**config.mk**
```make
export PLATFORM = sky130hd
export DESIGN_NAME = alu_cmd_sequencer
export DESIGN_NICKNAME = d
export VERILOG_FILES = /design/src/rtl/alu_cmd_sequencer.sv
export SDC_FILE = /design/constraint.sdc
export NUM_CORES = 1
export LEC_CHECK = 0
export CAP_MARGIN = 25
export CORE_MARGIN = 2
export CORE_UTILIZATION = 62
export DETAILED_ROUTE_END_ITERATION = 10
export GPL_TIMING_DRIVEN = 0
export PLACE_DENSITY = 0.92
export REMOVE_ABC_BUFFERS = 1
export SETUP_SLACK_MARGIN = 0.05
export SYNTH_ARGS = -nofsm -noshare
export SYNTH_HDL_FRONTEND = slang
export SYNTH_SLANG_ARGS = --single-unit
```
**constraint.sdc**
```tcl
create_clock -name clk -period 18.4 [get_ports clk]
set_clock_uncertainty 0.1 [all_clocks]
set_input_delay 1.84 -clock clk [delete_from_list [all_inputs] [get_ports clk]]
set_output_delay 1.84 -clock clk [all_outputs]
set_load 0.02 [all_outputs]
```
**src/rtl/alu_cmd_sequencer.sv**
```systemverilog
// ---------------------------------------------------------------------------
// alu_cmd_sequencer
//
// Purpose:
//   Command front end and write-back stage for an external 16-bit
//   combinational ALU (opc/ina/inb/inc -> w/zer/neg). Commands name
//   register-file entries. Operands are read from an NREG x WIDTH register
//   file and latched. The ALU is then driven purely from those latches. The
//   ALU result is captured into res_data, the sticky Z/N flags and the
//   destination register. One command completes every 3 cycles.
//
// Ports:
//   clk, rst          clock (rising edge), asynchronous active-high reset
//   cmd_valid/ready   command handshake; fields sampled on the accept edge
//   cmd_opc/dst/sa/sb/cin  opcode, destination, source A/B, carry-in
//   ld_en/addr/data   register-file load port (honoured only while idle)
//   rd_addr/rd_data   combinational debug read of the register file
//   alu_opc/ina/inb/inc   registered operands towards the ALU
//   alu_w/zer/neg     ALU result and status
//   res_data          last captured (non-NOP) result
//   flag_z/flag_n     sticky zero / negative flags
//   done              one-cycle pulse per completed command
// ---------------------------------------------------------------------------
module alu_cmd_sequencer #(
    parameter int WIDTH = 16,
    parameter int NREG  = 8,
    parameter int AW    = 3
) (
    input  logic             clk,
    input  logic             rst,
    input  logic             cmd_valid,
    output logic             cmd_ready,
    input  logic [2:0]       cmd_opc,
    input  logic [AW-1:0]    cmd_dst,
    input  logic [AW-1:0]    cmd_sa,
    input  logic [AW-1:0]    cmd_sb,
    input  logic             cmd_cin,
    input  logic             ld_en,
    input  logic [AW-1:0]    ld_addr,
    input  logic [WIDTH-1:0] ld_data,
    input  logic [AW-1:0]    rd_addr,
    output logic [WIDTH-1:0] rd_data,
    output logic [2:0]       alu_opc,
    output logic [WIDTH-1:0] alu_ina,
    output logic [WIDTH-1:0] alu_inb,
    output logic             alu_inc,
    input  logic [WIDTH-1:0] alu_w,
    input  logic             alu_zer,
    input  logic             alu_neg,
    output logic [WIDTH-1:0] res_data,
    output logic             flag_z,
    output logic             flag_n,
    output logic             done
);

    typedef enum logic [1:0] {
        IDLE = 2'd0,
        EXEC = 2'd1,
        DONE = 2'd2
    } state_t;

    localparam logic [2:0] OPC_NOP = 3'b111;

    state_t           state_q;
    logic [2:0]       opc_q;
    logic [AW-1:0]    dst_q;
    logic             cin_q;
    logic [WIDTH-1:0] opa_q;
    logic [WIDTH-1:0] opb_q;
    logic [WIDTH-1:0] res_q;
    logic             fz_q;
    logic             fn_q;
    logic             done_q;
    logic [WIDTH-1:0] rf_q [NREG];

    // Opcode 111 has no ALU meaning: the command still completes with a done
    // pulse, but nothing architectural is updated.
    logic wb_en_d;
    assign wb_en_d = (opc_q != OPC_NOP);

    always_ff @(posedge clk or posedge rst) begin
        if (rst) begin
            state_q <= IDLE;
            opc_q   <= '0;
            dst_q   <= '0;
            cin_q   <= 1'b0;
            opa_q   <= '0;
            opb_q   <= '0;
            res_q   <= '0;
            fz_q    <= 1'b0;
            fn_q    <= 1'b0;
            done_q  <= 1'b0;
            for (int i = 0; i < NREG; i++) begin
                rf_q[i] <= '0;
            end
        end else begin
            case (state_q)
                IDLE: begin
                    // A load on the accept edge is written, but the command
                    // latches the old contents. Both sides sample rf_q.
                    if (ld_en) begin
                        rf_q[ld_addr] <= ld_data;
                    end
                    if (cmd_valid) begin
                        opc_q   <= cmd_opc;
                        dst_q   <= cmd_dst;
                        cin_q   <= cmd_cin;
                        opa_q   <= rf_q[cmd_sa];
                        opb_q   <= rf_q[cmd_sb];
                        state_q <= EXEC;
                    end
                end
                EXEC: begin
                    // Operands are already latched, so dst may alias sa/sb.
                    if (wb_en_d) begin
                        res_q        <= alu_w;
                        fz_q         <= alu_zer;
                        fn_q         <= alu_neg;
                        rf_q[dst_q]  <= alu_w;
                    end
                    done_q  <= 1'b1;
                    state_q <= DONE;
                end
                DONE: begin
                    done_q  <= 1'b0;
                    state_q <= IDLE;
                end
                default: begin
                    done_q  <= 1'b0;
                    state_q <= IDLE;
                end
            endcase
        end
    end

    // Ready is gated by rst so nothing is accepted while reset is held.
    assign cmd_ready = (state_q == IDLE) && !rst;

    assign rd_data  = rf_q[rd_addr];
    assign alu_opc  = opc_q;
    assign alu_ina  = opa_q;
    assign alu_inb  = opb_q;
    assign alu_inc  = cin_q;
    assign res_data = res_q;
    assign flag_z   = fz_q;
    assign flag_n   = fn_q;
    assign done     = done_q;

endmodule

```
==> images/cell_density.png <==
Drawn at 3 px/um. 14 x 14 tiles, from white (low) to dark blue (high), 0 to 100% covered.
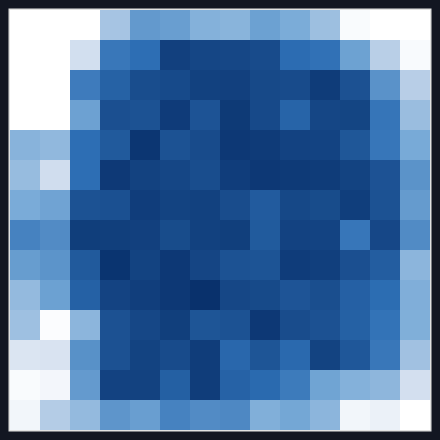
mean over tiles: 68%
tiles over 75% full: 56%
fullest tile: 100%
emptiest ninth of the die: top left
nearly empty tiles: 6.6%
Core Util at FP: 0.636
core region area: 18000 um2
Util after Layout: 0.750

==> images/layer_met1.png <==
Drawn at 2 px/um. Supply wires on this layer in grey.
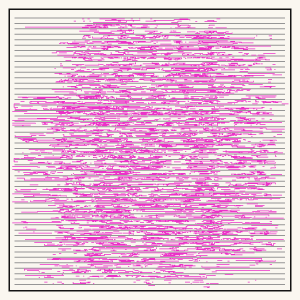
share of all routed wire: 34%
wire length on this layer: 12600 um
nets with wire on the layer: 895
longest straight run: 35.9 um
Post-Route WL: 36800 um
via count: 9294

==> images/clocks.png <==
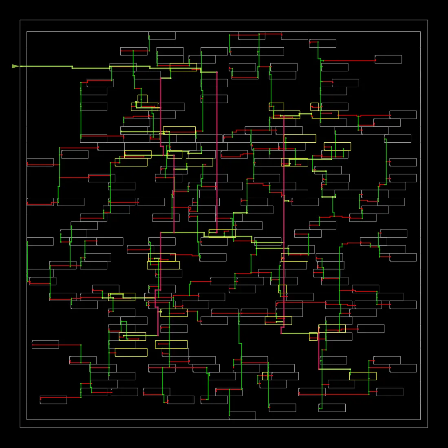
flop count: 188
P_clk: 0.427 mW

==> images/layer_met3.png <==
Drawn at 3 px/um. Cells faint in the background.
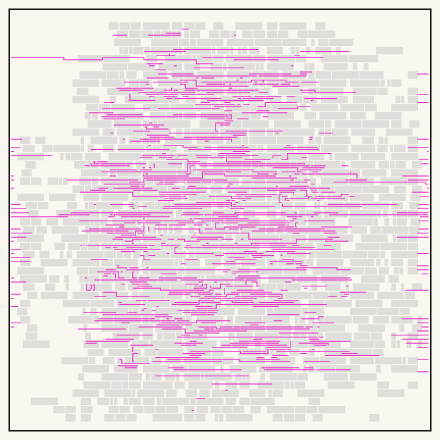
wire length on this layer: 5030 um
nets with wire on the layer: 278
main direction: horizontal
met3 usage: 0.105

==> images/clk_routes.png <==
Drawn at 3 px/um.
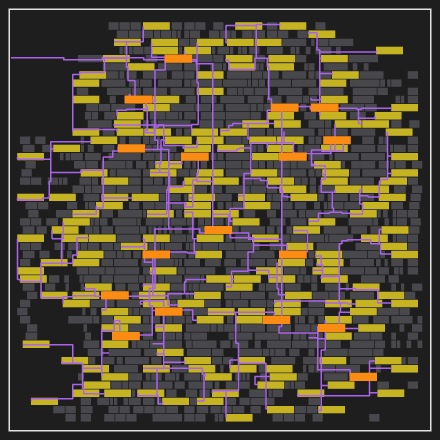
legend:
  orange:
    item: clock drivers
    count: 17
  purple:
    item: clock wires
    length: 2330 um
  yellow:
    item: flip-flops
    count: 188
flops lie: all over the die
Latency at later pin: 0.45 ns
Clock Power Share: 0.279

==> impl_metrics.csv <==
group,metric,value,unit
run_status,status,"complete, no violations",
place,hpwl,20600,um
min_path,min_to,"done$_DFFE_PP0P_",
timing,slew_violations,0,
global_routing,grt_max_degree,115,
global_routing,busiest_layer,"met2",
critical_path,arrival,4.12,ns
drt,dr.pass1.iters,6,
place,dp_cells,1131,
finish,area_growth,17.9,%
power,fin_total_pwr,1.53,mW
power,power.group.top,"registers",
clocking,cts_buffer_depth,2,
power,p_switching,0.506,mW
clocking,post_cts_buffers,0,
critical_path,rr_startpoint,"state_q[0]$_DFFE_PP0P_",
timing,slew-limit-headroom,0.194,
power,pg_comb,0.519,mW
drt,dr_wl_met2,17000,um
critical_path,end_kind,"primary output",
timing,hold_ws,0.397,ns
power,internal-power,1.03,mW
synth,aoi_share,0.0955,
power,comb_power_share,0.339,
place,postPlaceCellArea,12700,um2
synth,largest_area_cell,"dfrtp_1",
critical_path,rrSetupSlack,15.05,ns
drt,drt-initial-drc-count,1614,
place,dp_slack,12.36,ns
critical_path,crit_slowest_cell,"buf_2",
global_routing,antenna_found_initial,1,
timing,layout_setup_ws,12.34,ns
clocking,path_clk_slew,0.07,ns
synth,synth.distinct_cells,31,
critical_path,cp-startpoint,"rd_addr[1]",
clocking,cts_resized,0,
clocking,cts.sinks,188,
critical_path,worstPathMaxFanout,32,
global_routing,grt_pass1_wl,54700,um
floorplan,rows,49,
run,warnings,27,
global_routing,gr-usage-met2,0.571,
finish,finalNonFillerCells,1168,
clocking,ctsHoldBuffers,0,
power,seq-power,0.586,mW
place,numPortBuffers,128,
timing,period_used_share,0.330,
drt,antenna_left,0,
synth,ys_sh_xor,0,
synth,ys_chip_area,11500,um2
global_routing,track_usage,0.371,
synth,ys_seq_elements,188,
synth,yosysWarnings,0,
timing,setup_viol,0,
floorplan,dieArea,19600,um2
timing,tightestPinTransition,1.21,ns
drt,drc_errors,0,
floorplan,die_height,140,um
power,ir_drop,84.4,uV
synth,top_cell_area_share,0.410,
global_routing,grt.overflow.total,0,
power,powerDensity,113,nW/um2
critical_path,slowest_delay,0.77,ns
synth,syn_avg_cell_area,13.6,um2
global_routing,grtUsageMet1,0.479,
critical_path,worst_ep_required_time,16.46,ns
critical_path,path_buffers,2,
global_routing,grt_pass1_vias,9372,
critical_path,path_depth,4,
critical_path,critPathLaunchType,"primary input",
power,p_seq_frac,0.382,
synth,ys_cells,844,
timing,rsz0062_at_grt,"false",
run,maxCapViolCount,0,
timing,fin_crit,6.06,ns
drt,wl_per_cell,31.5,um
critical_path,rr_worst_depth,6,
drt,via_per_inst,7.96,
finish,largest_register_ffs,128,
finish,lay_top_count,"dfrtp_1",
synth,synthAdderAreaFrac,0,
place,gp_congestion,0.888,
critical_path,critical_path_class,"primary input to primary output",
timing,setup-tns-final,0,ns
timing,max_clock_freq,165,MHz
finish,largest_register,"rf_q",
clocking,cts_buffers,17,
clocking,h-tree-depth,4,
synth,seq_area_frac_synth,0.410,
min_path,hp-start,"done$_DFFE_PP0P_",
power,swShare,0.330,
synth,syn_inst,844,
drt,topRoutingLayerUsed,"met5",
synth,ys_sh_simple,0.0402,
synth,topCombFamilyByArea,"multiplexers",
floorplan,die_w,140,um
finish,nets,985,
min_path,min_path_type,"flop to flop",
critical_path,crit_end,"rd_data[13]",
clocking,cts_tree,"yes",
synth,area_leaders,"dfrtp_1 (41%), mux4_2 (19%), mux2_4 (10%)",
critical_path,path_cells,"buf_2 -> mux4_2 -> mux2_2 -> clkdlybuf4s50_1",
synth,netlist_area,11500,um2
finish,final_area,13500,um2
drt,m1WireLength,12600,um
critical_path,crit_family,"buffers and inverters",
finish,antenna_cells,0,
drt,routed-wl-met3,5030,um
timing,hold_viol,0,
finish,mostFrequentLayoutCells,"dfrtp_1 (188), o22ai_1 (128), clkdlybuf4s50_1 (120)",
synth,mux_area_frac,0.409,
min_path,min_path_cells,2,
clocking,root_buffer,"clkbuf_16",
floorplan,ios,129,
## Yosys cell counts (all sizes together)
| cell type | count |
|---|---|
| o22ai | 128 |
| clkbuf | 32 |
| nor2 | 50 |
| o21a | 4 |
| a41oi | 1 |
| nand3b | 6 |
| mux2 | 169 |
| inv | 2 |
| nor3 | 1 |
| or3b | 6 |
| nand2 | 33 |
| buf | 52 |
| o21bai | 1 |
| dfrtp | 188 |
| nand2b | 1 |
| a21oi | 32 |
| mux4 | 96 |
| mux2i | 32 |
| or3 | 2 |
| o21ai | 4 |
| nor3b | 1 |
| nand3 | 3 |
## cell type report
type / count / area, um2
clock buffers: 19 / 453
clock inverters: 11 / 216
fillers: 1043 / 4510
inverters: 2 / 17.5
multi-input cells: 570 / 6250
flip-flops and latches: 188 / 4700
well taps: 229 / 287
repair buffers: 149 / 1600
Power and IR drop assume default switching activity.
